**config.mk**
```make
export PLATFORM = sky130hd
export DESIGN_NAME = regfile_operand_stage_flat
export DESIGN_NICKNAME = d
export VERILOG_FILES = /design/src/rtl/regfile_operand_stage_if.sv /design/src/rtl/regfile_operand_stage.sv /design/src/flat_wrapper.sv
export SDC_FILE = /design/constraint.sdc
export NUM_CORES = 1
export LEC_CHECK = 0
export CAP_MARGIN = 30
export CORE_MARGIN = 8
export CORE_UTILIZATION = 49
export CTS_CLUSTER_SIZE = 16
export DETAILED_ROUTE_END_ITERATION = 10
export PLACE_DENSITY = 0.87
export SKIP_CTS_REPAIR_TIMING = 1
export SLEW_MARGIN = 20
export SYNTH_ARGS = -nofsm -noshare
export SYNTH_HDL_FRONTEND = slang
export SYNTH_SLANG_ARGS = --single-unit
```
**constraint.sdc**
```tcl
create_clock -name clk -period 3.5 [get_ports clk]
set_clock_uncertainty 0.15 [all_clocks]
set_input_delay 0.7 -clock clk [delete_from_list [all_inputs] [get_ports clk]]
set_output_delay 0.7 -clock clk [all_outputs]
set_load 0.02 [all_outputs]
```
**src/rtl/regfile_operand_stage_if.sv**
```systemverilog
// Operand-stage handshake bundle: upstream capture side and downstream buffer side.
interface regfile_operand_stage_if #(
    parameter int XLEN   = 32,
    parameter int NPORTS = 2,
    parameter int AW     = 5
);
    logic                   in_valid;
    logic                   in_ready;
    logic [NPORTS*AW-1:0]   raddr_in;
    logic [NPORTS*XLEN-1:0] rdata_in;
    logic                   out_valid;
    logic                   out_ready;
    logic [NPORTS*AW-1:0]   raddr_buf;
    logic [NPORTS*XLEN-1:0] rdata_buf;

    modport master (
        output in_valid, raddr_in, rdata_in, out_ready,
        input  in_ready, out_valid, raddr_buf, rdata_buf
    );

    modport slave (
        input  in_valid, raddr_in, rdata_in, out_ready,
        output in_ready, out_valid, raddr_buf, rdata_buf
    );
endinterface

```
**src/rtl/regfile_operand_stage.sv**
```systemverilog
// Operand buffer between register-file read ports and execute,
// with valid/ready handshake, flush and write-back forwarding.
module regfile_operand_stage #(
    parameter int XLEN     = 32,
    parameter int NPORTS   = 2,
    parameter int AW       = 5,
    parameter bit ZERO_REG = 1'b1
) (
    input  logic            clk,
    input  logic            rstn,
    input  logic            flush,
    input  logic            wb_we,
    input  logic [AW-1:0]   wb_addr,
    input  logic [XLEN-1:0] wb_data,
    regfile_operand_stage_if.slave bus
);

    logic                   valid_q, valid_d;
    logic [NPORTS*AW-1:0]   raddr_q, raddr_d;
    logic [NPORTS*XLEN-1:0] rdata_q, rdata_d;
    logic                   wb_hit;
    logic                   in_ready;
    logic                   do_cap, do_hold, do_drain;
    logic [NPORTS-1:0]      cap_hit, hold_hit;

    assign in_ready = !valid_q || bus.out_ready;
    // A write to the hardwired zero register must never reach the operands.
    assign wb_hit   = wb_we && !(ZERO_REG && (wb_addr == '0));

    assign do_cap   = !flush && bus.in_valid && in_ready;
    assign do_hold  = !flush && valid_q && !bus.out_ready;
    assign do_drain = !flush && valid_q && bus.out_ready && !bus.in_valid;

    always_comb begin
        cap_hit  = '0;
        hold_hit = '0;
        for (int p = 0; p < NPORTS; p++) begin
            cap_hit[p]  = wb_hit && (wb_addr == bus.raddr_in[p*AW +: AW]);
            hold_hit[p] = wb_hit && (wb_addr == raddr_q[p*AW +: AW]);
        end
    end

    always_comb begin
        valid_d = valid_q;
        raddr_d = raddr_q;
        rdata_d = rdata_q;
        unique case (1'b1)
            flush: begin
                valid_d = 1'b0;
                raddr_d = '0;
                rdata_d = '0;
            end
            do_cap: begin
                valid_d = 1'b1;
                raddr_d = bus.raddr_in;
                for (int p = 0; p < NPORTS; p++) begin
                    rdata_d[p*XLEN +: XLEN] = cap_hit[p] ? wb_data
                                            : bus.rdata_in[p*XLEN +: XLEN];
                end
            end
            do_hold: begin
                for (int p = 0; p < NPORTS; p++) begin
                    if (hold_hit[p]) rdata_d[p*XLEN +: XLEN] = wb_data;
                end
            end
            do_drain: begin
                valid_d = 1'b0;
            end
            default: ;
        endcase
    end

    always_ff @(posedge clk or negedge rstn) begin
        if (!rstn) begin
            valid_q <= 1'b0;
            raddr_q <= '0;
            rdata_q <= '0;
        end else begin
            valid_q <= valid_d;
            raddr_q <= raddr_d;
            rdata_q <= rdata_d;
        end
    end

    assign bus.in_ready  = in_ready;
    assign bus.out_valid = valid_q;
    assign bus.raddr_buf = raddr_q;
    assign bus.rdata_buf = rdata_q;

endmodule

```
**src/flat_wrapper.sv**
```systemverilog
// flat-port wrapper written by rule: the top's interface ports become plain ports
module regfile_operand_stage_flat 
#(
    parameter int XLEN     = 32,
    parameter int NPORTS   = 2,
    parameter int AW       = 5,
    parameter bit ZERO_REG = 1'b1
)
  (clk, rstn, flush, wb_we, wb_addr, wb_data, bus_in_valid, bus_raddr_in, bus_rdata_in, bus_out_ready, bus_in_ready, bus_out_valid, bus_raddr_buf, bus_rdata_buf);
  regfile_operand_stage_if #(.XLEN(XLEN), .NPORTS(NPORTS), .AW(AW)) bus_i ();
  input  logic clk;
  input  logic rstn;
  input  logic flush;
  input  logic wb_we;
  input  logic [AW-1:0] wb_addr;
  input  logic [XLEN-1:0] wb_data;
  input wire logic [$bits(bus_i.in_valid)-1:0] bus_in_valid;
  input wire logic [$bits(bus_i.raddr_in)-1:0] bus_raddr_in;
  input wire logic [$bits(bus_i.rdata_in)-1:0] bus_rdata_in;
  input wire logic [$bits(bus_i.out_ready)-1:0] bus_out_ready;
  output wire logic [$bits(bus_i.in_ready)-1:0] bus_in_ready;
  output wire logic [$bits(bus_i.out_valid)-1:0] bus_out_valid;
  output wire logic [$bits(bus_i.raddr_buf)-1:0] bus_raddr_buf;
  output wire logic [$bits(bus_i.rdata_buf)-1:0] bus_rdata_buf;
  assign bus_i.in_valid = bus_in_valid;
  assign bus_i.raddr_in = bus_raddr_in;
  assign bus_i.rdata_in = bus_rdata_in;
  assign bus_i.out_ready = bus_out_ready;
  assign bus_in_ready = bus_i.in_ready;
  assign bus_out_valid = bus_i.out_valid;
  assign bus_raddr_buf = bus_i.raddr_buf;
  assign bus_rdata_buf = bus_i.rdata_buf;
  regfile_operand_stage #(.XLEN(XLEN), .NPORTS(NPORTS), .AW(AW), .ZERO_REG(ZERO_REG)) u_core (.clk(clk), .rstn(rstn), .flush(flush), .wb_we(wb_we), .wb_addr(wb_addr), .wb_data(wb_data), .bus(bus_i));
endmodule
```
==> run_1/met3.png <==
(2 px per um)
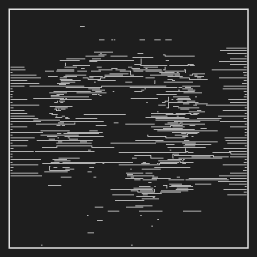
main direction = horizontal
nets with wire on the layer = 216

==> run_1/gate_families.png <==
(4 px per um)
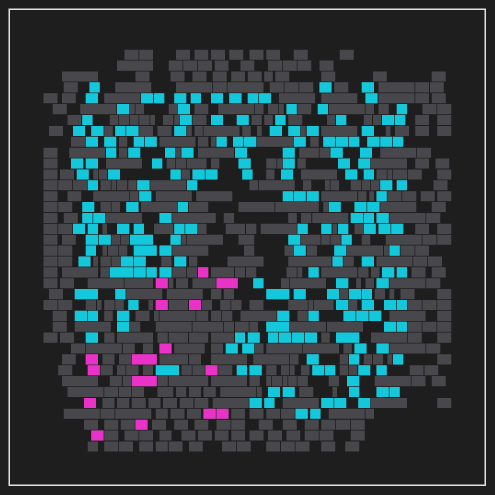
magenta -> AND-OR and OR-AND gates  # cells 16, most used a22o_1
cyan -> inverting AOI/OAI gates  # cells 194, most used a211oi_1
most frequent logic cell in the layout: clkdlybuf4s50_1
non-filler instance count after layout: 817
Comb/total area: 40.2%

==> run_1/drive_strength.png <==
(4 px per um)
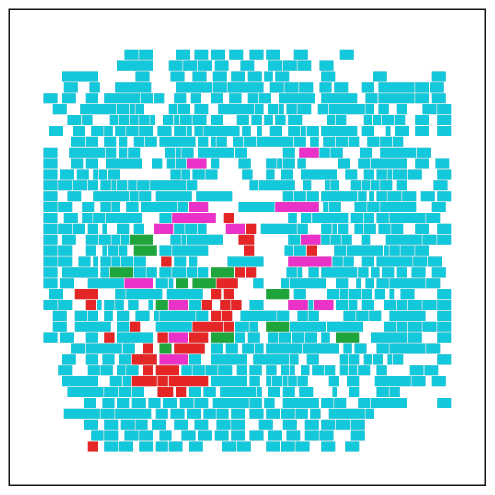
cyan -> drive 1 or less  # cells 619, share 91%
green -> drive 2  # cells 12, share 1.8%
magenta -> drive 6 and up  # cells 15, share 2.2%
red -> drive 3 to 4  # cells 35, share 5.1%
synth-to-layout area growth: 43.1%
setup ws final: 0.540 ns
Final Instance Area: 7390 um2

==> flow_summary.toml, run 1 <==
# yosys + openroad results
[route]
antenna_left = 0
wl_mm = 22.4
avgViaCountPerCell = 7.68
dr.first_iter.drc_count = 999
drt-wirelength-per-cell_um = 27.4

[finish]
clock_area_share_pct = 3.29
seq_area_um2 = 1880
largestClassByArea = "combinational gates"
nClkBuffers = 12
flops = 75
n_fill_cell = 734
seq_share_pct = 25.4
lay_top_cells = "clkdlybuf4s50_1, dfrtp_1, nand4_1"
buffers = 216
final_nets = 793

[status]
status = "complete, no violations"

[placed_design]
place.port_buffers = 192

[synthesis]
synth-main-ff-cell = "dfrtp_1"
simple_gate_area_share_pct = 16.6
netlist.top_cell.by_area = "dfrtp_1"
netlist_area_um2 = 5160
ys_area_um2 = 5160
yosysTopAreaCellShare_pct = 36.4
mux_area_share_pct = 0
ys_warn_count = 0
synthAdderAreaFrac_pct = 0
edf_count = 0

[floorplanning]
core.rowCount = 37
core-area_um2 = 10300
fp.dieW_um = 119
fp_util_pct = 50.2
nWellTaps = 136

[global_route]
grt_pass1_wl_mm = 35.5

[clock_tree]
cts_buffers = 9
cts-root-buf = "clkbuf_8"
tritoncts = "yes"
clockBufferDepth = 2
clk_latency_ns = 0.35

[final_timing]
final_hold_viol_count = 0
drv_slew = 0
min_period_ns = 2.96

[worst_setup_path]
cp_data_required_time_ns = 2.65
path_cells = "clkdlybuf4s50_1 > nor2b_4 > inv_1 > clkdlybuf4s50_1"
slowest_delay_ns = 0.64
critical-path-slowest-cell = "clkdlybuf4s50_1"
cpLargestDelayFamily = "buffers and inverters"

[power]
pwr-share-clk_pct = 29.7
ir_drop_v = 0.000294
p_sw_share_pct = 33.8
==> run 1: cell usage after synthesis, drive strengths merged (3+ instances only) <==
master,number
dfrtp,75
nand4,66
a211oi,64
a41oi,64
o311ai,64
clkbuf,60
nand2,32
nor3b,32
buf,29
xnor2,14
a22o,10
xor2,8
a21o,3
nor2,3
==> run 1: power by group through the flow <==
stage / clock network (W) / logic, W / registers [W]
2_1_floorplan: 0 / 0.000339 / 0.00115
3_3_place_gp: 0 / 0.000917 / 0.00104
3_5_place_dp: 0 / 0.000935 / 0.00104
4_1_cts: 0.000839 / 0.000939 / 0.00103
5_1_grt: 0.000877 / 0.00100 / 0.00104
6_report: 0.000840 / 0.000958 / 0.00103
==> run 1: path summary, 6_finish.rpt <==
path	from	endpoint	slack [ns]	cells after the start
max	bus_out_ready	bus_in_ready	0.54	4
min	rstn	u_core.bus.raddr_buf[8]	0.14	1
max reg2reg	u_core.bus.out_valid	u_core.bus.rdata_buf[9]	1.13	6
min reg2reg	u_core.bus.raddr_buf[8]	u_core.bus.raddr_buf[8]	0.42	1
max in group asynchronous	rstn	u_core.bus.rdata_buf[31]	2.44	2
min in group clk	u_core.bus.raddr_buf[8]	u_core.bus.raddr_buf[8]	0.42	1
==> run 1: routing by layer <==
layer	global-route usage [%]	share of wire, %	vias to the layer above
met5	0	0	-
li1	-	-	2556
met1	37.7	36	2934
met3	9.38	14	125
met4	16.7	4.5	0
met2	47.7	46	662
==> run 1: stage by stage <==
step / area [um2] / setup slack (ns) / utilization, %
2_1_floorplan: 5160 / 1.05 / -
3_5_place_dp: 7120 / 0.272 / 69.3
5_1_grt: 7390 / 0.530 / 71.9
4_1_cts: 7370 / 0.543 / 71.7
6_report: 7390 / 0.540 / 71.9
3_3_place_gp: 7090 / 0.259 / 69.0
## Run 2: what changed since run 1
- CORE_UTILIZATION: 49 -> 45
- PLACE_DENSITY: 0.87 -> 0.81
- clock period: 3.5 -> 2.8 ns (I/O delays scaled with it)
==> run_2/met2.png <==
(2 px per um) Cells faint in the background.
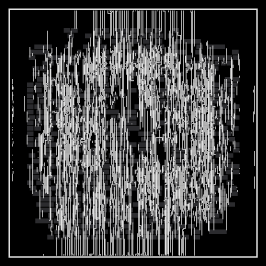
nets with wire on the layer = 736
wire length on this layer = 10900 um
share of all routed wire = 48%
longest straight run = 51.2 um

==> run_2/final_congestion.png <==
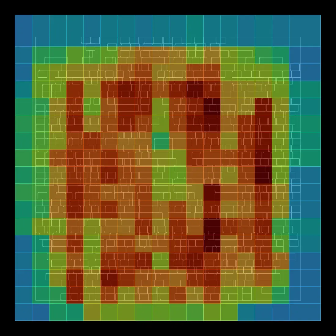
met1 usage: 37.1%
Tot GR Track Use: 29.2%
met2 usage: 47.3%
met3 Use GR: 5.62%
most used routing layer: met2

==> run_2/gate_families.png <==
(4 px per um)
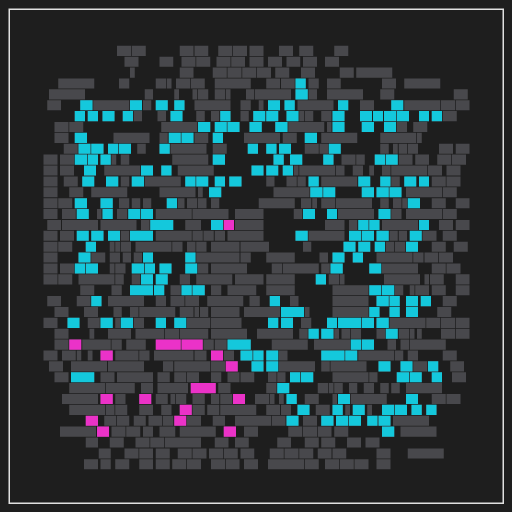
cyan -> inverting AOI/OAI gates  # cells 194, most used a211oi_1
magenta -> AND-OR and OR-AND gates  # cells 16, most used a22o_1

==> run 2 against run 1 <==
Effect of this change:
- register-to-register slack got worse by 0.56 ns
- final cell count increased by 2.4%
- first-iteration DRC count increased by 12%
- via count decreased by 2.4%
- non-clock buffer count increased by 13
- critical path depth grew 2
- combinational power grew about 30%
- total power is 31% higher
- utilization is 4.0 points lower
- die area up 7.7%
- clock power up 39%
==> flow_summary.toml, run 2 <==
# yosys + openroad results
[synthesis]
synth-main-ff-cell = "dfrtp_1"
mux_area_share_pct = 0
synthAdderAreaFrac_pct = 0
edf_count = 0
synth.most_common_cell = "dfrtp_1"
ys_top_cells_by_count = "dfrtp_1, nand4_1, a211oi_1"

[clock_tree]
clk_latency_ns = 0.34
clockBufferDepth = 2
cts_buffers = 9
cts-root-buf = "clkbuf_16"

[floorplanning]
fp.dieW_um = 123
fp_util_pct = 45.6

[power]
p_sw_share_pct = 33.0
pwr-share-clk_pct = 31.6
seq_power_w = 0.00130

[route]
antenna_left = 0
drt-wirelength-per-cell_um = 27.3
avgViaCountPerCell = 7.32

[finish]
area_delta_synth_final_pct = 49.0
final_nets = 806

[final_timing]
min_period_ns = 2.68
drv_slew = 0

[status]
status = "complete, no violations"
-- run 2: worst paths after layout --
path	slack (ns)	cells after the start	to	from
hold reg to reg	0.42	1	u_core.bus.raddr_buf[5]	u_core.bus.raddr_buf[5]
hold / removal	0.05	1	u_core.bus.raddr_buf[0]	rstn
min in group clk	0.42	1	u_core.bus.raddr_buf[5]	u_core.bus.raddr_buf[5]
setup reg to reg	0.57	6	u_core.bus.rdata_buf[32]	u_core.bus.out_valid
setup / recovery	0.12	6	u_core.bus.rdata_buf[32]	wb_addr[4]
max in group asynchronous	1.84	2	u_core.bus.rdata_buf[8]	rstn
-- run 2: final cells by class --
cell class              instances  area (um2)
clock buffers                  14         254
repair buffers                229        2370
inverters                       1        3.75
well taps                     143         179
clock inverters                 2        35.0
fillers                       888        3630
flip-flops and latches         75        1880
multi-input cells             373        2970
-- run 2: layer usage --
metal  track usage [%]  vias to the layer above  share of wire (%)
li1                  -                     2582                  -
met1              37.1                     2921                 37
met2              47.3                      524                 48
met3              5.62                      102                 11
met4              13.8                        0                4.2
met5                 0                        -                  0
-- run 2: metrics by stage --
| step | power, W | std cells | util, % | area [um2] | setup WS (ns) |
|---|---|---|---|---|---|
| floorplan | 0.00186 | 538 | - | 5160 | 0.485 |
| global placement | 0.00252 | 820 | 65.1 | 7370 | -0.236 |
| detailed placement | 0.00253 | 820 | 65.2 | 7380 | -0.177 |
| CTS | 0.00369 | 836 | 67.7 | 7670 | 0.153 |
| global route | 0.00383 | 837 | 67.9 | 7690 | 0.0741 |
| finish | 0.00372 | 837 | 67.9 | 7690 | 0.124 |
-- run 2: worst max-delay path: stages --
cell and delay [ns]:
clkdlybuf4s50_1 0.70, buf_4 0.22, xor2_2 0.52, buf_12 0.23
o311ai_0 0.23, a41oi_1 0.29
Power and IR drop assume default switching activity.
